Wiring heat map:
12 x 12 tiles, from black (low) to pale yellow (high), scaled to the fullest tile. Values are wire area over tile area, all layers added.
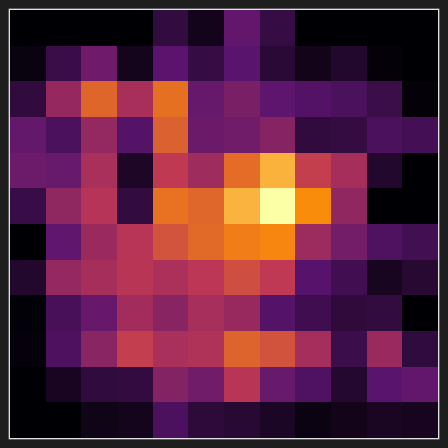
Placed cells, one colour a class:
The bar under the picture is 20 µm long. Fill, decap, tap and diode cells in grey.
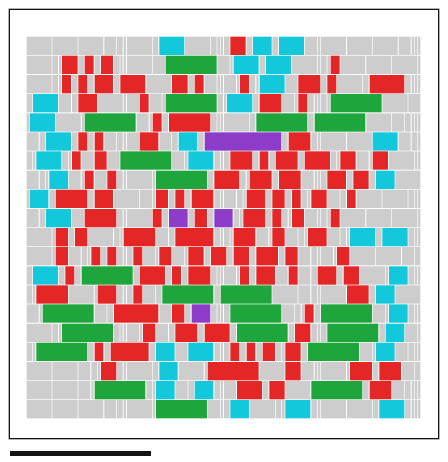
$ cat config.mk
export PLATFORM = sky130hd
export DESIGN_NAME = dma_priority_arbiter_flat
export DESIGN_NICKNAME = d
export VERILOG_FILES = /design/src/rtl/dma_arb_pkg.sv /design/src/rtl/dma_priority_arbiter_if.sv /design/src/rtl/dma_prio_pick.sv /design/src/rtl/dma_priority_arbiter.sv /design/src/flat_wrapper.sv
export SDC_FILE = /design/constraint.sdc
export NUM_CORES = 1
export LEC_CHECK = 0
export CAP_MARGIN = 40
export CELL_PAD_IN_SITES_DETAIL_PLACEMENT = 1
export CELL_PAD_IN_SITES_GLOBAL_PLACEMENT = 1
export CORE_MARGIN = 2
export CORE_UTILIZATION = 37
export CTS_CLUSTER_DIAMETER = 50
export DETAILED_ROUTE_END_ITERATION = 16
export PLACE_DENSITY_LB_ADDON = 0.25
export SLEW_MARGIN = 0
export SYNTH_ARGS = -nofsm -noshare
export SYNTH_HDL_FRONTEND = slang
export SYNTH_SLANG_ARGS = --single-unit
$ cat constraint.sdc
create_clock -name CLK -period 3 [get_ports CLK]
set_input_delay 0.3 -clock CLK [delete_from_list [all_inputs] [get_ports CLK]]
set_output_delay 0.3 -clock CLK [all_outputs]
set_load 0.1 [all_outputs]
$ cat src/rtl/dma_arb_pkg.sv
// ---------------------------------------------------------------------------
// dma_arb_pkg
// Shared constants and types for the 8237A-style DMA request/acknowledge
// front end (dma_priority_arbiter and its helpers).
//   NCH / CW            : channel count and channel index width
//   arb_state_e         : grant FSM states (IDLE, LOCK)
//   REQ_*               : field positions inside the request-register write word
//   CMD_*               : commandReg bit positions for the control inputs
// ---------------------------------------------------------------------------
package dma_arb_pkg;

  localparam int NCH = 4;
  localparam int CW  = 2;

  // IDLE: no grant held. LOCK: one channel granted and frozen until it is
  // serviced or withdrawn before acknowledge.
  typedef enum logic {
    IDLE = 1'b0,
    LOCK = 1'b1
  } arb_state_e;

  // Request-register write word: [2] set/clear, [1:0] channel.
  localparam int REQ_SET_BIT = 2;
  localparam int REQ_CH_MSB  = 1;
  localparam int REQ_CH_LSB  = 0;

  // commandReg bits that feed this block as individual inputs.
  localparam int CMD_DISABLE_BIT   = 2;
  localparam int CMD_ROTATE_BIT    = 4;
  localparam int CMD_DREQ_LOW_BIT  = 6;
  localparam int CMD_DACK_HIGH_BIT = 7;

endpackage

$ cat src/rtl/dma_priority_arbiter_if.sv
// ---------------------------------------------------------------------------
// dma_arb_if
// Handshake between the request arbiter and the DMA timing-control FSM.
//   valid_dreq : one-hot granted request (arbiter -> FSM)
//   sel_chan   : granted channel index, valid while busy (arbiter -> FSM)
//   busy       : grant locked (arbiter -> FSM)
//   valid_dack : FSM is in its S1 acknowledge window (FSM -> arbiter)
//   svc_done   : one-cycle service-complete / EOP-abort pulse (FSM -> arbiter)
// master = arbiter side, slave = timing FSM side.
// ---------------------------------------------------------------------------
interface dma_arb_if #(
  parameter int NCH = 4,
  parameter int CW  = 2
);

  logic [NCH-1:0] valid_dreq;
  logic [CW-1:0]  sel_chan;
  logic           busy;
  logic           valid_dack;
  logic           svc_done;

  modport master (
    output valid_dreq,
    output sel_chan,
    output busy,
    input  valid_dack,
    input  svc_done
  );

  modport slave (
    input  valid_dreq,
    input  sel_chan,
    input  busy,
    output valid_dack,
    output svc_done
  );

endinterface

$ cat src/rtl/dma_prio_pick.sv
// ---------------------------------------------------------------------------
// dma_prio_pick
// Combinational priority picker.
//   req    in  NCH : effective requests
//   ptr    in  CW  : highest-priority channel when rotating
//   rotate in  1   : 1 = search from ptr with wrap, 0 = fixed (ch0 highest)
//   any    out 1   : at least one request present
//   idx    out CW  : winning channel index (0 when any=0)
// The wrap relies on NCH being a power of two so CW-bit addition is mod NCH.
// ---------------------------------------------------------------------------
module dma_prio_pick #(
  parameter int NCH = 4,
  parameter int CW  = 2
) (
  input  logic [NCH-1:0] req,
  input  logic [CW-1:0]  ptr,
  input  logic           rotate,
  output logic           any,
  output logic [CW-1:0]  idx
);

  logic [CW-1:0] start;
  logic [CW-1:0] cand;

  // Walk offsets from farthest to nearest so the nearest requesting channel
  // (relative to the start point) is the last one written and wins.
  always_comb begin
    any   = 1'b0;
    idx   = '0;
    cand  = '0;
    start = rotate ? ptr : '0;
    for (int i = NCH - 1; i >= 0; i--) begin
      cand = start + CW'(i);
      if (req[cand]) begin
        any = 1'b1;
        idx = cand;
      end
    end
  end

endmodule

$ cat src/rtl/dma_priority_arbiter.sv
// ---------------------------------------------------------------------------
// dma_priority_arbiter
// Request/acknowledge front end of an 8237A-style DMA controller. Samples
// DREQ, keeps the software request register, applies mask/polarity/disable,
// arbitrates (fixed or rotating) and holds one grant until the timing FSM
// reports service complete. Drives DACK from the FSM's acknowledge window.
//   CLK, RESET      : clock, synchronous active-high reset
//   DREQ            : raw request pins (asynchronous)
//   cmd_disable     : blocks all new grants
//   cmd_rotate      : 1 rotating priority, 0 fixed
//   cmd_dreq_low    : DREQ active-low
//   cmd_dack_high   : DACK active-high
//   mask            : per-channel hardware DREQ mask
//   req_wr/_data    : software request register write ([2] set, [1:0] chan)
//   fsm             : handshake with the timing FSM (dma_arb_if.master)
//   DACK            : acknowledge pins
//   req_status      : pending requests for statusReg[7:4]
// ---------------------------------------------------------------------------
module dma_priority_arbiter
  import dma_arb_pkg::*;
#(
  parameter int NCH = dma_arb_pkg::NCH,
  parameter int CW  = dma_arb_pkg::CW
) (
  input  logic            CLK,
  input  logic            RESET,
  input  logic [NCH-1:0]  DREQ,
  input  logic            cmd_disable,
  input  logic            cmd_rotate,
  input  logic            cmd_dreq_low,
  input  logic            cmd_dack_high,
  input  logic [NCH-1:0]  mask,
  input  logic            req_wr,
  input  logic [2:0]      req_wr_data,
  dma_arb_if.master       fsm,
  output logic [NCH-1:0]  DACK,
  output logic [NCH-1:0]  req_status
);

  arb_state_e     state_q, state_d;
  logic [NCH-1:0] dreq_s_q, dreq_s_d;
  logic [NCH-1:0] sw_req_q, sw_req_d;
  logic [NCH-1:0] dack_int_q, dack_int_d;
  logic [NCH-1:0] valid_dreq_q, valid_dreq_d;
  logic [CW-1:0]  sel_chan_q, sel_chan_d;
  logic [CW-1:0]  ptr_q, ptr_d;
  logic           acked_q, acked_d;

  logic [NCH-1:0] hw_req;
  logic [NCH-1:0] eff_req;
  logic           pick_any;
  logic [CW-1:0]  pick_idx;
  logic [CW-1:0]  wr_chan;
  logic           wr_set;

  assign wr_chan = req_wr_data[REQ_CH_MSB:REQ_CH_LSB];
  assign wr_set  = req_wr_data[REQ_SET_BIT];

  // Normalise DREQ to active-high before the single sync stage; masking
  // applies only to hardware requests, software requests bypass it.
  always_comb begin
    dreq_s_d = DREQ ^ {NCH{cmd_dreq_low}};
    hw_req   = dreq_s_q & ~mask;
    eff_req  = (hw_req | sw_req_q) & ~{NCH{cmd_disable}};
  end

  // Software request register. The write is applied after the service
  // clear so a write to the channel being completed takes effect.
  always_comb begin
    sw_req_d = sw_req_q;
    if (fsm.svc_done) begin
      sw_req_d[sel_chan_q] = 1'b0;
    end
    if (req_wr) begin
      sw_req_d[wr_chan] = wr_set;
    end
  end

  dma_prio_pick #(
    .NCH (NCH),
    .CW  (CW)
  ) u_pick (
    .req    (eff_req),
    .ptr    (ptr_q),
    .rotate (cmd_rotate),
    .any    (pick_any),
    .idx    (pick_idx)
  );

  // Grant FSM. In LOCK the grant is frozen; it is released either by the
  // service-complete pulse or by the request disappearing before the FSM
  // ever acknowledged it. Only a completed service advances the rotate
  // pointer, so an aborted request keeps its place in the order.
  always_comb begin
    state_d      = state_q;
    sel_chan_d   = sel_chan_q;
    valid_dreq_d = valid_dreq_q;
    dack_int_d   = dack_int_q;
    acked_d      = acked_q;
    ptr_d        = ptr_q;
    case (state_q)
      IDLE: begin
        valid_dreq_d = '0;
        dack_int_d   = '0;
        if (pick_any) begin
          state_d      = LOCK;
          sel_chan_d   = pick_idx;
          valid_dreq_d = NCH'(1) << pick_idx;
          acked_d      = 1'b0;
        end
      end
      LOCK: begin
        dack_int_d = valid_dreq_q & {NCH{fsm.valid_dack}};
        if (fsm.valid_dack) begin
          acked_d = 1'b1;
        end
        if (fsm.svc_done) begin
          state_d      = IDLE;
          valid_dreq_d = '0;
          dack_int_d   = '0;
          acked_d      = 1'b0;
          if (cmd_rotate) begin
            ptr_d = sel_chan_q + CW'(1);
          end
        end else if (!acked_q && !eff_req[sel_chan_q]) begin
          state_d      = IDLE;
          valid_dreq_d = '0;
          dack_int_d   = '0;
          acked_d      = 1'b0;
        end
      end
      default: begin
        state_d = IDLE;
      end
    endcase
  end

  // State register with synchronous reset taking priority over everything.
  always_ff @(posedge CLK) begin
    if (RESET) begin
      state_q      <= IDLE;
      dreq_s_q     <= '0;
      sw_req_q     <= '0;
      dack_int_q   <= '0;
      valid_dreq_q <= '0;
      sel_chan_q   <= '0;
      ptr_q        <= '0;
      acked_q      <= 1'b0;
    end else begin
      state_q      <= state_d;
      dreq_s_q     <= dreq_s_d;
      sw_req_q     <= sw_req_d;
      dack_int_q   <= dack_int_d;
      valid_dreq_q <= valid_dreq_d;
      sel_chan_q   <= sel_chan_d;
      ptr_q        <= ptr_d;
      acked_q      <= acked_d;
    end
  end

  assign fsm.valid_dreq = valid_dreq_q;
  assign fsm.sel_chan   = sel_chan_q;
  assign fsm.busy       = (state_q == LOCK);
  assign DACK           = cmd_dack_high ? dack_int_q : ~dack_int_q;
  assign req_status     = dreq_s_q | sw_req_q;

endmodule

$ cat src/flat_wrapper.sv
// flat-port wrapper written by rule: the top's interface ports become plain ports
module dma_priority_arbiter_flat import dma_arb_pkg::*;
#(
  parameter int NCH = dma_arb_pkg::NCH,
  parameter int CW  = dma_arb_pkg::CW
)
  (CLK, RESET, DREQ, cmd_disable, cmd_rotate, cmd_dreq_low, cmd_dack_high, mask, req_wr, req_wr_data, DACK, req_status, fsm_valid_dreq, fsm_sel_chan, fsm_busy, fsm_valid_dack, fsm_svc_done);
  dma_arb_if #(.NCH(NCH), .CW(CW)) fsm_i ();
  input  logic CLK;
  input  logic RESET;
  input  logic [NCH-1:0] DREQ;
  input  logic cmd_disable;
  input  logic cmd_rotate;
  input  logic cmd_dreq_low;
  input  logic cmd_dack_high;
  input  logic [NCH-1:0] mask;
  input  logic req_wr;
  input  logic [2:0] req_wr_data;
  output logic [NCH-1:0] DACK;
  output logic [NCH-1:0] req_status;
  output wire logic [$bits(fsm_i.valid_dreq)-1:0] fsm_valid_dreq;
  output wire logic [$bits(fsm_i.sel_chan)-1:0] fsm_sel_chan;
  output wire logic [$bits(fsm_i.busy)-1:0] fsm_busy;
  input wire logic [$bits(fsm_i.valid_dack)-1:0] fsm_valid_dack;
  input wire logic [$bits(fsm_i.svc_done)-1:0] fsm_svc_done;
  assign fsm_valid_dreq = fsm_i.valid_dreq;
  assign fsm_sel_chan = fsm_i.sel_chan;
  assign fsm_busy = fsm_i.busy;
  assign fsm_i.valid_dack = fsm_valid_dack;
  assign fsm_i.svc_done = fsm_svc_done;
  dma_priority_arbiter #(.NCH(NCH), .CW(CW)) u_core (.CLK(CLK), .RESET(RESET), .DREQ(DREQ), .cmd_disable(cmd_disable), .cmd_rotate(cmd_rotate), .cmd_dreq_low(cmd_dreq_low), .cmd_dack_high(cmd_dack_high), .mask(mask), .req_wr(req_wr), .req_wr_data(req_wr_data), .fsm(fsm_i), .DACK(DACK), .req_status(req_status));
endmodule
==> metrics.cfg <==
[synthesis]
yosys_cells = 135
synth_area_um2 = 1196
yosys_warnings = 0
top_cells_by_area = dfxtp_1, xnor2_1, nor2_1
top_area_cell = dfxtp_1
synth_cell_types = 41
yosysTopAreaCellShare_pct = 36.82
syn_nets = 159
edf_count = 0
ys.flops = 22
ys_async_sr_fraction_pct = 0
synthFlopType = dfxtp_1
ys_area_um2 = 1196
syn_inst = 135
ys_seq_share_pct = 36.82

[global_route]
antenna_found_initial = 0
grt_start_max_net_pins = 17
grt_pass1_wl_mm = 5.278
grt.overflow.total = 0
grt_pass1_vias = 1143

[pwr]
power.leakage_nw = 0.6467
p_sw_share_pct = 33.22
clkPwrFrac_pct = 29.5
power.density_nw_per_um2 = 481.8
p_int_mw = 0.5116
share_comb_of_total_power_pct = 29.1

[drt]
dr.first_iter.drc_count = 16
routed_via_density = 5.357
dr.max_layer_used = met4
ant_nets = 0
first_pass_iters = 4
dr_wl_met2_mm = 1.641
wl_met1_mm = 1.441
wl_met3_um = 122

[layout]
area_growth_syn_to_layout_pct = 32.95
antennaDiodeCount = 0
drive_gt1_share_pct = 20.71
nets = 194

[final_timing]
rsz0062_at_grt = no
max_freq_mhz = 489.4
finalHoldViolCount = 0
maxSlewHeadroom_pct = 58.80
setup_violations = 0
finalClockPeriodUsage_pct = 68.12
final.min_clock_period_ns = 2.043
skew_ns = 0.004881
worst_pin_slew_ns = 0.6161

[cts]
clk_root_buffer_cell = clkbuf_4
cts_resized = 0
clkSinkCount = 22
clockBufferDepth = 2
path_clk_slew_ns = 0.12
cts_tree = built
cts_setup_buffers = 0
clk_latency_ns = 0.30

[critical_path]
arrival_ns = 2.25
crit_fanout = 7
critPathSlowestCell = clkdlybuf4s50_1
cp-end-kind = flop
path_class = primary input to flop
critical_path_buf_inv_count = 2
path_delay_family = AND-OR/OR-AND gates
crit_required_ns = 3.21
critPathMaxStageDelay_ns = 0.46

[floorplan]
fp_util_pct = 39.18
die_width_um = 60.86
ios = 35
die-area_um2 = 3703
die_h_um = 60.86

[placement]
place_congestion = 0.7927
placed_area_um2 = 1538
hpwl_mm = 2.557
numPortBuffers = 34

[job]
drv_cap = 0

[outcome]
status = completed

[hold_path]
hp-class = flop to flop

-- 'wiring heat map' (at the start) --
tiles over half the peak: 15%
fullest tile: 0.50
nearly empty tiles: 15%
densest ninth of the die: centre
emptiest ninth of the die: north-east
mean over tiles: 0.13
Detailed Route WL: 3.223 mm
wire length per cell: 15.13 µm
vias: 1141
GRT Total Usage: 19.24%

-- 'placed cells, one colour a class' (at the start) --
[flip-flops] green | cells: 22
[other buffers and delay cells] cyan | cells: 34
[clock drivers and dummy loads] purple | cells: 4
[all other logic] red | cells: 109
post-route cell area: 1590 µm²
post-route core utilization: 52.09%
num rows: 20
Seq/total area: 27.69%
Core Area: 3053 µm²

area by class of cell:
class                      count  area, µm²
fill                         377       1463
multi-input combinational    101      709.4
sequential                    22      440.4
timing repair buffer          34      302.8
tap                           44      55.05
clock inverter                 1      30.03
inverter                       8      30.03
clock buffer                   3      22.52
state kept, by name, summed over array words and instances (netlist names):
register / cells
u_core.acked_q: 1
u_core.ptr_q: 2
u_core.dreq_s_q: 4
u_core.fsm.busy: 1
u_core.fsm.sel_chan: 2
u_core.fsm.valid_dreq: 4
u_core.dack_int_q: 4
u_core.sw_req_q: 4
through the flow:
step	hold slack, ns	power [mW]	std cells	worst slack, ns	utilization (%)
3_3_place_gp	0.4825	0.5399	209	0.8217	50.37
6_report	0.5084	0.7662	213	0.9565	52.09
3_5_place_dp	0.5020	0.5459	209	0.6464	50.37
5_1_grt	0.5419	0.7973	213	0.8352	52.09
2_1_floorplan	0.3691	0.4761	135	0.6555	-
4_1_cts	0.5219	0.7735	213	0.9782	52.09
cells in the final DEF (no fill, tap or decap), drive strengths merged, types with 3 or more instances in the layout:
master	n
buf	15
a2111oi	3
or2	8
inv	8
o211ai	3
dfxtp	22
nor2	16
o21ai	4
a21oi	10
and3	4
nand2	11
nand3	3
xnor2	8
clkdlybuf4s50	19
ha	4
clkbuf	3
cell families after synthesis:
| logic type | count (synthesis) | synth area share [%] |
|---|---|---|
| AOI/OAI and AO/OA | 37 | 26.36 |
| xor gates and xnor gates | 8 | 5.858 |
| adders and majority gates | 4 | 4.184 |
| buffers and inverters | 12 | 3.870 |
| DFF | 22 | 36.82 |
| muxes | 2 | 1.674 |
| and+or+nand+nor | 50 | 21.23 |
synthesized netlist by cell type (all sizes together) (2+ instances only):
| master | count |
|---|---|
| a2111oi | 3 |
| a21o | 2 |
| a21oi | 10 |
| a221oi | 2 |
| a32o | 2 |
| and3 | 4 |
| clkbuf | 3 |
| dfxtp | 22 |
| ha | 4 |
| inv | 8 |
| mux2i | 2 |
| nand2 | 11 |
| nand3 | 3 |
| nor2 | 16 |
| nor3b | 2 |
| o211ai | 3 |
| o21ai | 4 |
| o2bb2ai | 2 |
| or2 | 8 |
| xnor2 | 8 |
layer usage:
layer | track usage, % | up-vias
met5 | 0 | -
met4 | 5.280 | 0
met3 | 2.985 | 2
met2 | 34.10 | 29
met1 | 24.16 | 559
li1 | - | 551
power by group through the flow:
stage / Clock, mW / Sequential [mW] / Combinational (mW)
after floorplan: 0 / 0.348 / 0.128
after global placement: 0 / 0.323 / 0.217
after detailed placement: 0 / 0.323 / 0.223
after CTS: 0.233 / 0.317 / 0.224
after global routing: 0.243 / 0.319 / 0.236
final: 0.226 / 0.317 / 0.223
final timing paths:
kind,startpoint,to,slack [ns],cells after the start
max,mask[2],u_core.fsm.valid_dreq[0],0.96,7
min,u_core.fsm.valid_dreq[1],u_core.fsm.valid_dreq[1],0.51,1
max reg2reg,u_core.sw_req_q[3],u_core.fsm.valid_dreq[0],1.07,5
min reg2reg,u_core.fsm.valid_dreq[1],u_core.fsm.valid_dreq[1],0.51,1
Power figures rest on the tool's default switching activity, not on a simulated workload.
